## config.mk

```make
export PLATFORM = sky130hd
export DESIGN_NAME = branch_seq_ctrl
export DESIGN_NICKNAME = d
export VERILOG_FILES = /design/src/rtl/branch_seq_ctrl.sv
export SDC_FILE = /design/constraint.sdc
export NUM_CORES = 1
export LEC_CHECK = 0
export ABC_AREA = 1
export CAP_MARGIN = 20
export CORE_AREA = 2 2 145 147
export DETAILED_ROUTE_END_ITERATION = 8
export DIE_AREA = 0 0 147 149
export DONT_BUFFER_PORTS = 1
export SKIP_CTS_REPAIR_TIMING = 1
export SLEW_MARGIN = 20
export SYNTH_ARGS = -nofsm -noshare
export SYNTH_HDL_FRONTEND = slang
export SYNTH_SLANG_ARGS = --single-unit
```

## constraint.sdc

```tcl
create_clock -name clk -period 7.96 [get_ports clk]
set_clock_uncertainty 0.15 [all_clocks]
set_input_delay 1.592 -clock clk [delete_from_list [all_inputs] [get_ports clk]]
set_output_delay 1.592 -clock clk [all_outputs]
set_load 0.02 [all_outputs]
```

## src/rtl/branch_seq_ctrl.sv

```systemverilog
// EX-stage branch sequencing controller: captures one branch, drives the comparator,
// redirects fetch through a valid/ready handshake and holds a flush/stall window.
module branch_seq_ctrl #(
    parameter int unsigned WORD         = 32,
    parameter int unsigned OPCODE_LEN   = 4,
    parameter int unsigned FLUSH_CYCLES = 2,
    parameter int unsigned CNT_W        = 16
) (
    input  logic                  clk,
    input  logic                  rst,

    input  logic                  br_valid,
    output logic                  br_ready,
    input  logic [OPCODE_LEN-1:0] br_opcode,
    input  logic [WORD-1:0]       br_rs0,
    input  logic [WORD-1:0]       br_rs1,
    input  logic [WORD-1:0]       br_pc,
    input  logic [WORD-1:0]       br_offs,

    output logic [OPCODE_LEN-1:0] cmp_opcode,
    output logic [WORD-1:0]       cmp_in0,
    output logic [WORD-1:0]       cmp_in1,
    output logic [WORD-1:0]       cmp_pc_in,
    output logic [WORD-1:0]       cmp_offs_in,
    input  logic                  cmp_out,
    input  logic [WORD-1:0]       cmp_pc_out,

    output logic                  redirect_valid,
    output logic [WORD-1:0]       redirect_pc,
    input  logic                  redirect_ready,

    output logic                  flush,
    output logic                  stall,
    output logic                  br_ale,
    output logic [CNT_W-1:0]      branch_cnt,
    output logic [CNT_W-1:0]      taken_cnt
);

    localparam logic [1:0] S_IDLE     = 2'd0;
    localparam logic [1:0] S_EVAL     = 2'd1;
    localparam logic [1:0] S_REDIRECT = 2'd2;
    localparam logic [1:0] S_FLUSH    = 2'd3;

    localparam int unsigned       FCNT_W     = 4;
    localparam logic [FCNT_W-1:0] FLUSH_LOAD = FCNT_W'(FLUSH_CYCLES);
    localparam logic [CNT_W-1:0]  CNT_MAX    = '1;

    logic [1:0]            state_q,  state_d;
    logic [OPCODE_LEN-1:0] op_q,     op_d;
    logic [WORD-1:0]       rs0_q,    rs0_d;
    logic [WORD-1:0]       rs1_q,    rs1_d;
    logic [WORD-1:0]       pc_q,     pc_d;
    logic [WORD-1:0]       offs_q,   offs_d;
    logic [WORD-1:0]       rpc_q,    rpc_d;
    logic [FCNT_W-1:0]     fcnt_q,   fcnt_d;
    logic [CNT_W-1:0]      bcnt_q,   bcnt_d;
    logic [CNT_W-1:0]      tcnt_q,   tcnt_d;
    logic                  rv_q,     rv_d;
    logic                  flush_q,  flush_d;
    logic                  stall_q,  stall_d;
    logic                  ready_q,  ready_d;
    logic                  ale_q,    ale_d;

    // Next-state, capture, statistics and registered-output decode
    always_comb begin
        state_d = state_q;
        op_d    = op_q;
        rs0_d   = rs0_q;
        rs1_d   = rs1_q;
        pc_d    = pc_q;
        offs_d  = offs_q;
        rpc_d   = rpc_q;
        fcnt_d  = fcnt_q;
        bcnt_d  = bcnt_q;
        tcnt_d  = tcnt_q;
        ale_d   = 1'b0;

        case (state_q)
            S_IDLE: begin
                if (br_valid) begin
                    op_d    = br_opcode;
                    rs0_d   = br_rs0;
                    rs1_d   = br_rs1;
                    pc_d    = br_pc;
                    offs_d  = br_offs;
                    state_d = S_EVAL;
                end
            end
            S_EVAL: begin
                if (bcnt_q != CNT_MAX) begin
                    bcnt_d = bcnt_q + CNT_W'(1);
                end
                if (!cmp_out) begin
                    state_d = S_IDLE;
                end else if (cmp_pc_out[1:0] != 2'b00) begin
                    // Misaligned target raises an exception instead of redirecting
                    ale_d   = 1'b1;
                    state_d = S_IDLE;
                end else begin
                    if (tcnt_q != CNT_MAX) begin
                        tcnt_d = tcnt_q + CNT_W'(1);
                    end
                    rpc_d   = cmp_pc_out;
                    state_d = S_REDIRECT;
                end
            end
            S_REDIRECT: begin
                if (rv_q && redirect_ready) begin
                    fcnt_d  = FLUSH_LOAD;
                    state_d = S_FLUSH;
                end
            end
            S_FLUSH: begin
                fcnt_d = fcnt_q - FCNT_W'(1);
                if (fcnt_q <= FCNT_W'(1)) begin
                    state_d = S_IDLE;
                end
            end
            default: begin
                state_d = S_IDLE;
            end
        endcase

        // Outputs are registered versions of the upcoming state's decode
        ready_d = (state_d == S_IDLE);
        rv_d    = (state_d == S_REDIRECT);
        flush_d = (state_d == S_REDIRECT) || (state_d == S_FLUSH);
        stall_d = (state_d != S_IDLE);
    end

    always_ff @(posedge clk or posedge rst) begin
        if (rst) begin
            state_q <= S_IDLE;
            op_q    <= '0;
            rs0_q   <= '0;
            rs1_q   <= '0;
            pc_q    <= '0;
            offs_q  <= '0;
            rpc_q   <= '0;
            fcnt_q  <= '0;
            bcnt_q  <= '0;
            tcnt_q  <= '0;
            rv_q    <= 1'b0;
            flush_q <= 1'b0;
            stall_q <= 1'b0;
            ready_q <= 1'b1;
            ale_q   <= 1'b0;
        end else begin
            state_q <= state_d;
            op_q    <= op_d;
            rs0_q   <= rs0_d;
            rs1_q   <= rs1_d;
            pc_q    <= pc_d;
            offs_q  <= offs_d;
            rpc_q   <= rpc_d;
            fcnt_q  <= fcnt_d;
            bcnt_q  <= bcnt_d;
            tcnt_q  <= tcnt_d;
            rv_q    <= rv_d;
            flush_q <= flush_d;
            stall_q <= stall_d;
            ready_q <= ready_d;
            ale_q   <= ale_d;
        end
    end

    assign cmp_opcode     = op_q;
    assign cmp_in0        = rs0_q;
    assign cmp_in1        = rs1_q;
    assign cmp_pc_in      = pc_q;
    assign cmp_offs_in    = offs_q;

    assign br_ready       = ready_q;
    assign redirect_valid = rv_q;
    assign redirect_pc    = rpc_q;
    assign flush          = flush_q;
    assign stall          = stall_q;
    assign br_ale         = ale_q;
    assign branch_cnt     = bcnt_q;
    assign taken_cnt      = tcnt_q;

endmodule

```

Run 1, metal layers overlaid:
Scale: 2 px per micron.
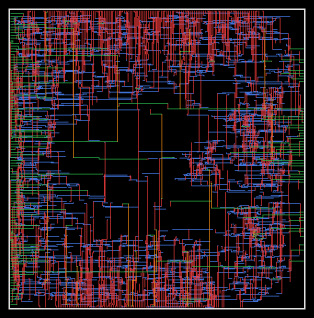
colour	layer	wire length
orange	met4	652 microns
green	met3	1840 microns
red	met2	10600 microns
blue	met1	8450 microns
GRT Overall Usage: 18.8%
detailed-route via count: 6304
Wirelength per Cell: 16.4 microns
WL final: 21.5 mm

Run 1, clock network drawn from the DEF:
Scale: 2 px per micron.
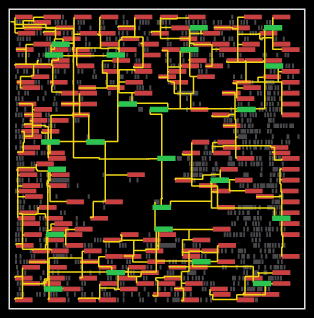
[yellow] clock wires | length: 2700 microns
[red] flip-flops | count: 206
[green] cells driving clock nets | count: 23
routed clock nets	24
clock network fraction of design power: 26.3%
Latency at later pin: 500 ps
clock group power: 1100 uW

Run 1, metal 4:
Scale: 2 px per micron. Cells faint in the background.
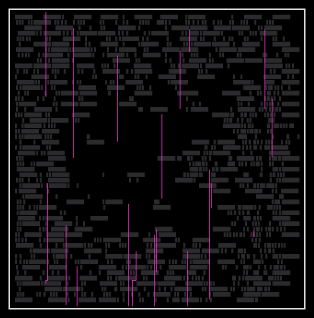
longest straight run	64.6 microns
main direction	vertical
wire length on this layer	652 microns
share of all routed wire	3.0%

## run 1: per-stage QoR
step | hold slack, ps | instances | power, uW
after detailed placement | 313 | 1268 | 3130
after global routing | 388 | 1309 | 4460
final | 339 | 1309 | 4200
after floorplan | 291 | 1027 | 2860
after global placement | 309 | 1268 | 3110
after CTS | 346 | 1309 | 4260
## run 1: cell families (layout without fill, tap and decap cells)
group,after synthesis,after routing,share of synthesized area [%]
simple gates,714,714,32.5
xor+xnor,16,16,1.65
buf+inv,70,77,3.56
compound gates,17,17,1.15
fa+ha+maj,4,4,0.588
flops,206,206,60.6
## run 1: how the worst max path moves through the flow
stage               startpoint                     endpoint  slack, ps  depth (start not counted)
global route          br_valid      cmp_in0[12]$_DFFE_PP0P_       4390                          5
global placement      br_valid  cmp_offs_in[20]$_DFFE_PP0P_       4050                          5
detailed placement    br_valid    cmp_opcode[1]$_DFFE_PP0P_       4040                          5
floorplan                  rst             br_ale$_DFF_PP0_        600                          1
finish                br_valid      cmp_in1[27]$_DFFE_PP0P_       4570                          5
CTS                   br_valid    cmp_opcode[1]$_DFFE_PP0P_       4580                          5
## run 1: report_power, final
part,internal (uW),switching (uW),leakage (uW),total [uW]
clock,676,426,0.000382,1100
combinational,252,463,0.00200,715
sequential,1480,903,0.00260,2380
total,2410,1790,0.00498,4200
## run 1: registers in the layout (all words and copies together) (netlist names), 4 cells and up
name	cells
cmp_in0	32
cmp_offs_in	32
cmp_in1	32
cmp_opcode	4
cmp_pc_in	32
branch_cnt	16
redirect_pc	32
taken_cnt	16
fcnt_q	4
## run 1: critical path, stage by stage
cell and delay [ps]:
nand2_4 420, clkinv_2 670, buf_4 580, nand2_1 190, nand2_1 60
## run 1: per-layer routing
metal  up-vias  wire (microns)
met2       235           10600
li1       3113               -
met1      2911            8450
met3        45            1840
met4         0             652
met5         -               0
==> metrics.csv, run 1 <==
stage,metric,value,unit
job,warning_count,29,
worst_setup_path,ff2ff_setup_slack,4670,ps
worst_setup_path,critPathKind,in2reg,
synthesis,synth_cell_types,27,
worst_setup_path,cp-start-kind,input port,
min_path,hold-path-cell-count,1,
min_path,min_path_type,reg2reg,
global_route,use_met3,6.61,%
final_layout,mostFrequentLayoutCell,nand2_1,
synthesis,yosys.cell_count.top_type,nand2_1,
floorplan,fp_util,41.4,%
final_layout,nMultiInputCombCells,751,
global_route,first_global_vias,6050,
worst_setup_path,critPathMaxFanout,88,
synthesis,netlist_area,0.00851,sq mm
floorplan,io_pins,370,
global_route,grt.busiest_layer,met2,
final_layout,largest_class,flip-flops and latches,
final_layout,nNonClkInverters,32,
cts,cts_buffer_depth,3,
min_path,worstHoldStart,fcnt_q[3]$_DFFE_PP0P_,
power_and_ir_drop,p_leak,0.00498,uW
final_layout,fin_util,46.3,%
drt,first_iter_violations,414,
final_timing,hold_viol_final,0,
synthesis,yosys_warnings,0,
final_timing,relSlewSlack,35.3,%
final_layout,logic_area,0.00306,sq mm
min_path,hold_end,fcnt_q[3]$_DFFE_PP0P_,
drt,first_pass_iters,4,
place,finalWeightedCongestion,0.797,
synthesis,syn_inst,1027,
final_layout,fin_area,0.00952,sq mm
floorplan,die_w,147,microns
final_layout,buffers,4,
final_layout,nFillCells,2036,
final_timing,period_needed,3390,ps
worst_setup_path,worstPathArrival,3630,ps
final_layout,sh_seq_area,54.2,%
floorplan,rows,53,
drt,postRouteAntennaNets,0,
final_layout,sh_comb_area,32.1,%
worst_setup_path,reg2reg_from,flush$_DFF_PP0_,
synthesis,synth.area.top_cells,"dfrtp_1, nand2_1, nor2_1",
final_layout,drive_above_1_share,5.42,%
synthesis,syn_area_per_cell,8.29,sq um
final_layout,fin_nets,1191,
global_route,grt_pass1_wl,33.1,mm
final_layout,final_cell_mix,"nand2_1, dfrtp_1, nor2_1, inv_1, clkbuf_16",
synthesis,top_area_cell,dfrtp_1,
cts,cts_sinks,206,
final_timing,setup_viol,0,
cts,cts-root-buf,clkbuf_16,
final_layout,final-seq-area,0.00516,sq mm
place,dpl_cell_area,0.00872,sq mm
final_timing,fmax,0.295,GHz
cts,cts_tree,built,
synthesis,ys_seq_share,60.6,%
final_timing,setup_slack,4570,ps
job,max_cap_violations,0,
final_timing,fin_crit_sh,42.5,%
cts,cts_buffers,23,
worst_setup_path,worst-r2r-cell-count,6,
synthesis,yosysTopAreaCellShare,60.3,%
global_route,gr-total-overflow,0,
global_route,grt_start_max_net_pins,135,
floorplan,nWellTaps,275,
synthesis,yosys-top-cells-count,"nand2_1, dfrtp_1, nor2_1",
final_layout,area_growth,11.8,%
worst_setup_path,crit_required,8210,ps
final_timing,grt_setup_unrepaired,no,
global_route,use_met1,23.1,%
drt,post-route-drc-count,0,
floorplan,die_h,149,microns
final_layout,clock_area_share,8.36,%
place,dpl_worst_slack,4040,ps
final_layout,seq_cells,206,
power_and_ir_drop,ir_drop,0.223,mV
outcome,run_status,"finished, final reports clean",
final_timing,setup_tns,0,ps
cts,cts_max_level,1,
synthesis,synth_flop_count,206,
final_timing,tightest_slew,970,ps
synthesis,edf_count,0,
floorplan,dieArea,0.0219,sq mm
final_layout,nonClkBufAreaFrac,0.316,%
cts,clk_pin_slew,60,ps
final_layout,num_antenna_cells,0,
global_route,antenna_found_initial,0,
final_timing,slew_viol_final,0,
power_and_ir_drop,p_per_area,441,mW/mm^2
worst_setup_path,setup.worst_path.end_class,flop,
drt,viasPerCell,4.82,
place,dpl.hpwl,14.7,mm
worst_setup_path,reg2reg_to,cmp_in1[27]$_DFFE_PP0P_,
synthesis,ys.flop_type,dfrtp_1,
floorplan,core_area,0.0206,sq mm
place,port_buffers,0,
final_layout,nClkBuffers,31,
synthesis,async_reset_ff_share,100,%
synthesis,ys_cells,1027,
global_route,grtUsageMet2,31.0,%
synthesis,synth_nets,1200,
synthesis,synth-area-yosys,0.00851,sq mm
Run 1, layout detail:
Region (100, 27) to (120, 47) microns. Cells in grey, sequential cells in the stronger grey; small squares are vias.
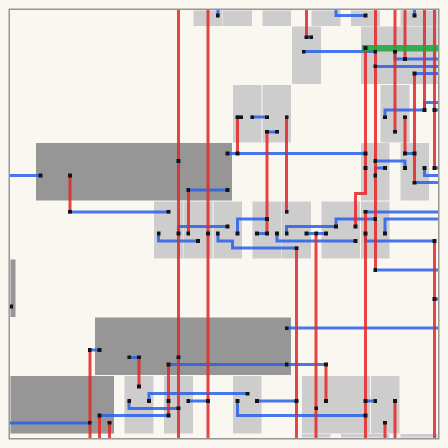

--- run 2 (diff from run 1) ---
==> constraint.sdc (replaced) <==
create_clock -name clk -period 3.5 [get_ports clk]
set_clock_uncertainty 0.15 [all_clocks]
set_input_delay 0.7 -clock clk [delete_from_list [all_inputs] [get_ports clk]]
set_output_delay 0.7 -clock clk [all_outputs]
set_load 0.02 [all_outputs]
Run 2, layout detail:
Region (100, 27) to (120, 47) microns. Cells in grey, sequential cells in the stronger grey; small squares are vias.
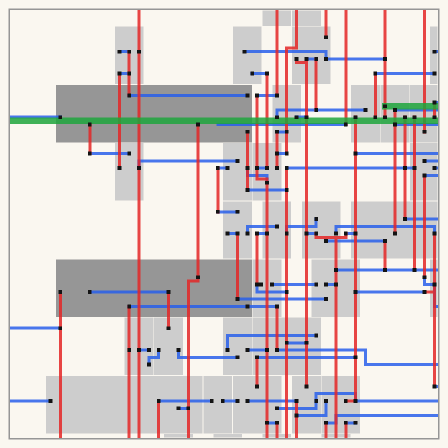
colour	layer
green	met3
red	met2
blue	met1
netlist names of flops here include	branch_cnt (2)
most frequent	nand2_1 (14), inv_1 (3)
sequential cells in the window	2
cells with their middle in the window	28

Run 2, metal 4:
Scale: 2 px per micron. Cells faint in the background.
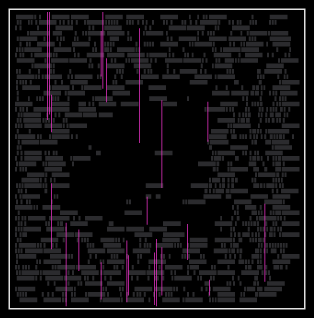
share of all routed wire	3.0%
wire length on this layer	649 microns
nets with wire on the layer	16
longest straight run	57.1 microns
WL final: 22.0 mm
detailed-route via count: 6332

==> run 2 against run 1 <==
Effect of this change:
- cell area increased by 0.99%
- highest routed layer unchanged
- critical endpoint is now cmp_offs_in[3]$_DFFE_PP0P_
- largest power group unchanged
- via count increased by 0.44%
- non-clock buffer count increased by 7
==> metrics.csv, run 2 <==
stage,metric,value,unit
outcome,run_status,"finished, final reports clean",
drt,viasPerCell,4.81,
synthesis,yosysTopAreaCellShare,60.3,%
global_route,grt_pass1_wl,33.8,mm
worst_setup_path,critPathKind,reg2reg,
synthesis,synth.area.top_cells,"dfrtp_1, nand2_1, nor2_1",
final_timing,slew_viol_final,0,
final_timing,fmax,0.379,GHz
power_and_ir_drop,p_leak,0.00503,uW
place,dpl.hpwl,15.4,mm
synthesis,top_area_cell,dfrtp_1,
floorplan,rows,53,
synthesis,synth-area-yosys,0.00851,sq mm
worst_setup_path,setup.worst_path.end_class,flop,
cts,cts_sinks,206,
synthesis,mux_share,0,%
floorplan,die_h,149,microns
final_timing,setup_viol,0,
synthesis,synth_nets,1200,
synthesis,ys_cells,1027,
worst_setup_path,reg2reg_to,cmp_offs_in[3]$_DFFE_PP0P_,
drt,post-route-drc-count,0,
synthesis,ys.flop_type,dfrtp_1,
worst_setup_path,critPathMaxFanout,62,
job,max_cap_violations,0,
job,warning_count,28,
drt,wl_met2,10.9,mm
drt,postRouteAntennaNets,0,
final_timing,setup_slack,860,ps
synthesis,ys_seq_share,60.6,%
final_layout,area_growth,12.9,%
cts,cts_max_level,1,
global_route,gr-total-overflow,0,
floorplan,dieArea,0.0219,sq mm
worst_setup_path,worstPathArrival,2930,ps
place,finalWeightedCongestion,0.821,
synthesis,top_logic_kind,simple AND/OR/NAND/NOR gates,
drt,first_pass_iters,5,
cts,clk_pin_slew,60,ps
final_layout,drive_above_1_share,5.76,%
synthesis,synth_flop_count,206,
final_layout,fin_nets,1198,
power_and_ir_drop,p_per_area,997,mW/mm^2
place,port_buffers,0,
place,dpl_cell_area,0.00883,sq mm
synthesis,synth_adder_area_share,0.588,%
synthesis,syn_area_per_cell,8.29,sq um
global_route,grt_start_max_net_pins,63,
global_route,grt_use_total,19.1,%
drt,first_iter_violations,327,
floorplan,fp_util,41.4,%
final_layout,fin_area,0.00961,sq mm
worst_setup_path,reg2reg_from,flush$_DFF_PP0_,
final_layout,final_cell_mix,"nand2_1, dfrtp_1, nor2_1, inv_1, clkbuf_16",
synthesis,syn_inst,1027,
cts,clock_latency,500,ps
worst_setup_path,crit_end,cmp_offs_in[3]$_DFFE_PP0P_,
final_layout,mostFrequentLayoutCell,nand2_1,
worst_setup_path,worst-r2r-cell-count,6,
synthesis,yosys.cell_count.top_type,nand2_1,
synthesis,yosys-top-cells-count,"nand2_1, dfrtp_1, nor2_1",
drt,wl_per_cell,16.7,microns
final_layout,fin_util,46.7,%
final_timing,period_needed,2640,ps
floorplan,die_w,147,microns
drt,top_layer_used,met4,
cts,cts-root-buf,clkbuf_16,
synthesis,ys_sh_aoi,1.15,%
floorplan,core_area,0.0206,sq mm
final_timing,setup_tns,0,ps
global_route,antenna_found_initial,0,
cts,cts_buffer_depth,3,
synthesis,edf_count,0,
final_layout,num_antenna_cells,0,
worst_setup_path,crit_required,3790,ps
synthesis,async_reset_ff_share,100,%
-- run 2: layout make-up --
cell class | instances | area (sq um)
flip-flops and latches | 206 | 5160
multi-input cells | 751 | 3060
repair buffers | 11 | 145
clock buffers | 33 | 653
inverters | 32 | 128
fillers | 1980 | 10900
clock inverters | 8 | 125
well taps | 275 | 344
-- run 2: kinds of logic (layout without fill, tap and decap cells) --
family	Yosys count	after routing
buffers and inverters	70	84
and+or+nand+nor	714	714
AOI/OAI and AO/OA	17	17
adders and majority gates	4	4
xor gates and xnor gates	16	16
DFF	206	206
-- run 2: worst min path at each step --
stage,start,end,slack [ps],depth (start not counted)
after global routing,br_rs1[0],cmp_in1[0]$_DFFE_PP0P_,130,2
after floorplan,fcnt_q[3]$_DFFE_PP0P_,fcnt_q[3]$_DFFE_PP0P_,290,1
after CTS,rst,cmp_in1[19]$_DFFE_PP0P_,120,1
final,rst,cmp_in0[31]$_DFFE_PP0P_,110,1
after detailed placement,fcnt_q[3]$_DFFE_PP0P_,fcnt_q[3]$_DFFE_PP0P_,320,1
after global placement,fcnt_q[3]$_DFFE_PP0P_,fcnt_q[3]$_DFFE_PP0P_,310,1
-- run 2: power by group --
part	internal, uW	switching, uW	total (uW)	leakage (uW)
sequential	3360	2060	5420	0.00260
combinational	603	1070	1670	0.00205
clock	1520	966	2490	0.000384
-- run 2: critical path: stages (launching register included) --
cell     delay [ps]
dfrtp_1         600
nor2_1          140
nand2_4         250
buf_4           540
buf_4           610
nand2_1         130
nand2_1         100
-- run 2: routing by layer --
layer	vias up	global-route usage (%)
met5	-	0
met4	0	6.83
met3	49	6.18
met2	254	32.4
met1	2929	23.1
li1	3100	-
Run 2, clock network drawn from the DEF:
Scale: 2 px per micron.
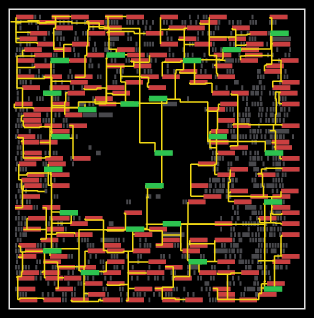

--- run 3 (diff from run 2) ---
==> constraint.sdc (replaced) <==
create_clock -name clk -period 2.19 [get_ports clk]
set_clock_uncertainty 0.15 [all_clocks]
set_input_delay 0.438 -clock clk [delete_from_list [all_inputs] [get_ports clk]]
set_output_delay 0.438 -clock clk [all_outputs]
set_load 0.02 [all_outputs]
Run 3, clock network drawn from the DEF:
Scale: 2 px per micron.
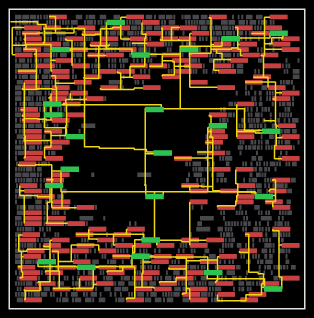
[red] flip-flops | count: 206
[yellow] clock wires | length: 2730 microns
[green] cells driving clock nets | count: 23
routed clock nets	24
clock network fraction of design power: 23.3%
clock group power: 3610 uW

==> run 3 against run 2 <==
Effect of this change:
- area after synthesis stayed put
- utilization is 8.7 points higher
- via count is 15% higher
- global-route usage is 0.077 points higher
- worst setup slack worse by 550 ps
- critical path depth is 1 higher
- synthesized cell count stayed put
- combinational power is 99% higher
- cell area is 19% higher
- clock power is 45% higher
- sequential power is 58% higher
- sequential share of layout area is 8.4 points lower
- largest power group unchanged
==> metrics.csv, run 3 <==
stage,metric,value,unit
final_timing,fmax,0.531,GHz
synthesis,yosysTopAreaCellShare,60.3,%
drt,first_iter_violations,431,
cts,clock_latency,500,ps
synthesis,yosys_warnings,0,
final_layout,area_growth,33.9,%
synthesis,ys_seq_share,60.6,%
final_timing,hold_viol_final,0,
worst_setup_path,setup.worst_path.end_class,flop,
worst_setup_path,ff2ff_setup_slack,310,ps
global_route,grt_pass1_wl,33.9,mm
worst_setup_path,critPathMaxFanout,11,
power_and_ir_drop,p_per_area,1360,mW/mm^2
synthesis,yosys.cell_count.top_type,nand2_1,
synthesis,yosys-top-cells-count,"nand2_1, dfrtp_1, nor2_1",
final_timing,hold_slack,110,ps
final_timing,fin_crit_sh,86.0,%
place,dp.cells,1301,
final_timing,relSlewSlack,53.2,%
job,warning_count,32,
min_path,hold-path-cell-count,3,
power_and_ir_drop,pwr.group.sequential,8570,uW
final_layout,drive_above_1_share,7.24,%
place,finalWeightedCongestion,0.815,
cts,cts_buffer_depth,3,
final_layout,mostFrequentLayoutCell,nand2_1,
synthesis,simple_gate_area_share,32.5,%
cts,clk_pin_slew,60,ps
synthesis,synth_nets,1200,
outcome,run_status,"finished, final reports clean",
drt,vias,7304,
synthesis,top_logic_kind,simple AND/OR/NAND/NOR gates,
floorplan,die_w,147,microns
final_timing,setup_slack,307,ps
min_path,worstHoldStart,redirect_ready,
synthesis,ys_sh_xor,1.65,%
synthesis,ys.flop_type,dfrtp_1,
synthesis,synth.area.top_cells,"dfrtp_1, nand2_1, nor2_1",
drt,post-route-drc-count,0,
synthesis,async_reset_ff_share,100,%
final_timing,setup_tns,0,ps
worst_setup_path,reg2reg_from,branch_cnt[2]$_DFFE_PP0P_,
synthesis,top_area_cell,dfrtp_1,
synthesis,ys_sh_aoi,1.15,%
final_layout,fin_nets,1389,
final_timing,slew_viol_final,0,
global_route,antenna_found_initial,0,
drt,postRouteAntennaNets,0,
power_and_ir_drop,p_leak,0.00584,uW
drt,first_pass_iters,5,
final_layout,layout.cells.non_filler,1505,
power_and_ir_drop,internal-power,8740,uW
final_layout,fin_area,0.0114,sq mm
job,max_cap_violations,0,
power_and_ir_drop,swShare,43.6,%
cts,cts_max_level,1,
global_route,grt_use_total,19.2,%
final_timing,tightest_slew,701,ps
floorplan,fp_util,41.4,%
worst_setup_path,cp-start-kind,flop,
synthesis,synth_adder_area_share,0.588,%
synthesis,ys_cells,1027,
floorplan,die_h,149,microns
global_route,gr-total-overflow,0,
min_path,min_path_type,in2reg,
place,port_buffers,0,
synthesis,synth_flop_count,206,
synthesis,edf_count,0,
worst_setup_path,worstPathArrival,2150,ps
final_layout,num_antenna_cells,0,
cts,cts-root-buf,clkbuf_16,
final_layout,fin_util,55.4,%
place,dpl_worst_slack,226,ps
floorplan,dieArea,0.0219,sq mm
cts,cts_sinks,206,
min_path,hold_end,fcnt_q[3]$_DFFE_PP0P_,
worst_setup_path,critPathKind,reg2reg,
synthesis,synth_cell_types,27,
place,dpl.hpwl,15.4,mm
power_and_ir_drop,top_power_group,sequential cells,
synthesis,synth-area-yosys,0.00851,sq mm
power_and_ir_drop,ir_drop,0.850,mV
power_and_ir_drop,seqPwrFrac,55.3,%
worst_setup_path,crit_required,2460,ps
place,dpl_cell_area,0.00904,sq mm
synthesis,mux_share,0,%
floorplan,rows,53,
floorplan,core_area,0.0206,sq mm
final_timing,setup_viol,0,
cts,cts_tree,built,
final_timing,grt_setup_unrepaired,no,
power_and_ir_drop,power,15500,uW
power_and_ir_drop,comb_power,3320,uW
floorplan,io_pins,370,
worst_setup_path,worst-r2r-cell-count,7,
cts,cts_buffers,23,
synthesis,syn_inst,1027,
power_and_ir_drop,switching_power,6760,uW
drt,viasPerCell,4.85,
final_timing,period_needed,1880,ps
final_layout,final_cell_mix,"nand2_1, dfrtp_1, dlygate4sd3_1, nor2_1, buf_4",
global_route,grt_start_max_net_pins,135,
synthesis,syn_area_per_cell,8.29,sq um
synthesis,netlist_area,0.00851,sq mm
global_route,first_global_vias,6396,
worst_setup_path,reg2reg_to,branch_cnt[2]$_DFFE_PP0P_,
power_and_ir_drop,combPwrFrac,21.4,%
drt,wirelength,24.6,mm
Run 3, routing congestion map:
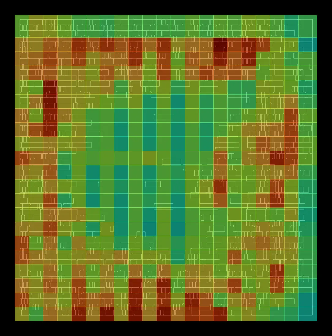
Wirelength per Cell: 16.4 microns
global routing usage on met2: 32.6%
global routing's busiest layer: met2
grt met3 use: 6.91%

-- run 3: cell types whose count changed in the layout (fill, tap and decap cells not counted), sizes merged --
cell	before	now
dlygate4sd3	0	165
buf	11	37
clkinv	4	9
bufinv	3	0
clkbuf	33	30
inv	32	30
clkinvlp	1	2
-- run 3: final cells by class --
class	instances	area [sq um]
fill	1774	9160
inverter	32	128
clock buffer	30	652
sequential	206	5160
clock inverter	9	51.3
tap	275	344
multi-input combinational	751	3060
timing repair buffer	202	2000
-- run 3: logic make-up (layout without fill, tap and decap cells) --
family          after synthesis  count (layout)
buf+inv                      70             273
xor+xnor                     16              16
flops                       206             206
compound gates               17              17
simple gates                714             714
fa+ha+maj                     4               4
-- run 3: worst max path at each step --
stage,slack (ps),endpoint,from
global route,160,branch_cnt[2]$_DFFE_PP0P_,branch_cnt[1]$_DFFE_PP0P_
floorplan,-1070,br_ale$_DFF_PP0_,rst
finish,310,branch_cnt[2]$_DFFE_PP0P_,branch_cnt[2]$_DFFE_PP0P_
global placement,250,taken_cnt[7]$_DFFE_PP0P_,taken_cnt[0]$_DFFE_PP0P_
detailed placement,230,taken_cnt[13]$_DFFE_PP0P_,taken_cnt[0]$_DFFE_PP0P_
CTS,230,taken_cnt[13]$_DFFE_PP0P_,taken_cnt[0]$_DFFE_PP0P_
-- run 3: per-layer routing --
metal / vias to the layer above / GRT usage (%) / wire (microns)
met5: - / 0 / 0
li1: 3497 / - / -
met3: 43 / 6.91 / 1980
met4: 0 / 5.87 / 571
met1: 3446 / 23.1 / 9380
met2: 318 / 32.6 / 12700
-- run 3: critical path, stage by stage (launching register included) --
cell	delay [ps]
dfrtp_1	570
nand2_2	140
nor2_4	160
nand2_4	90
o21ai_4	340
buf_4	230
nand2_1	50
o21ai_0	80
Power is estimated from default activity; no workload was simulated.
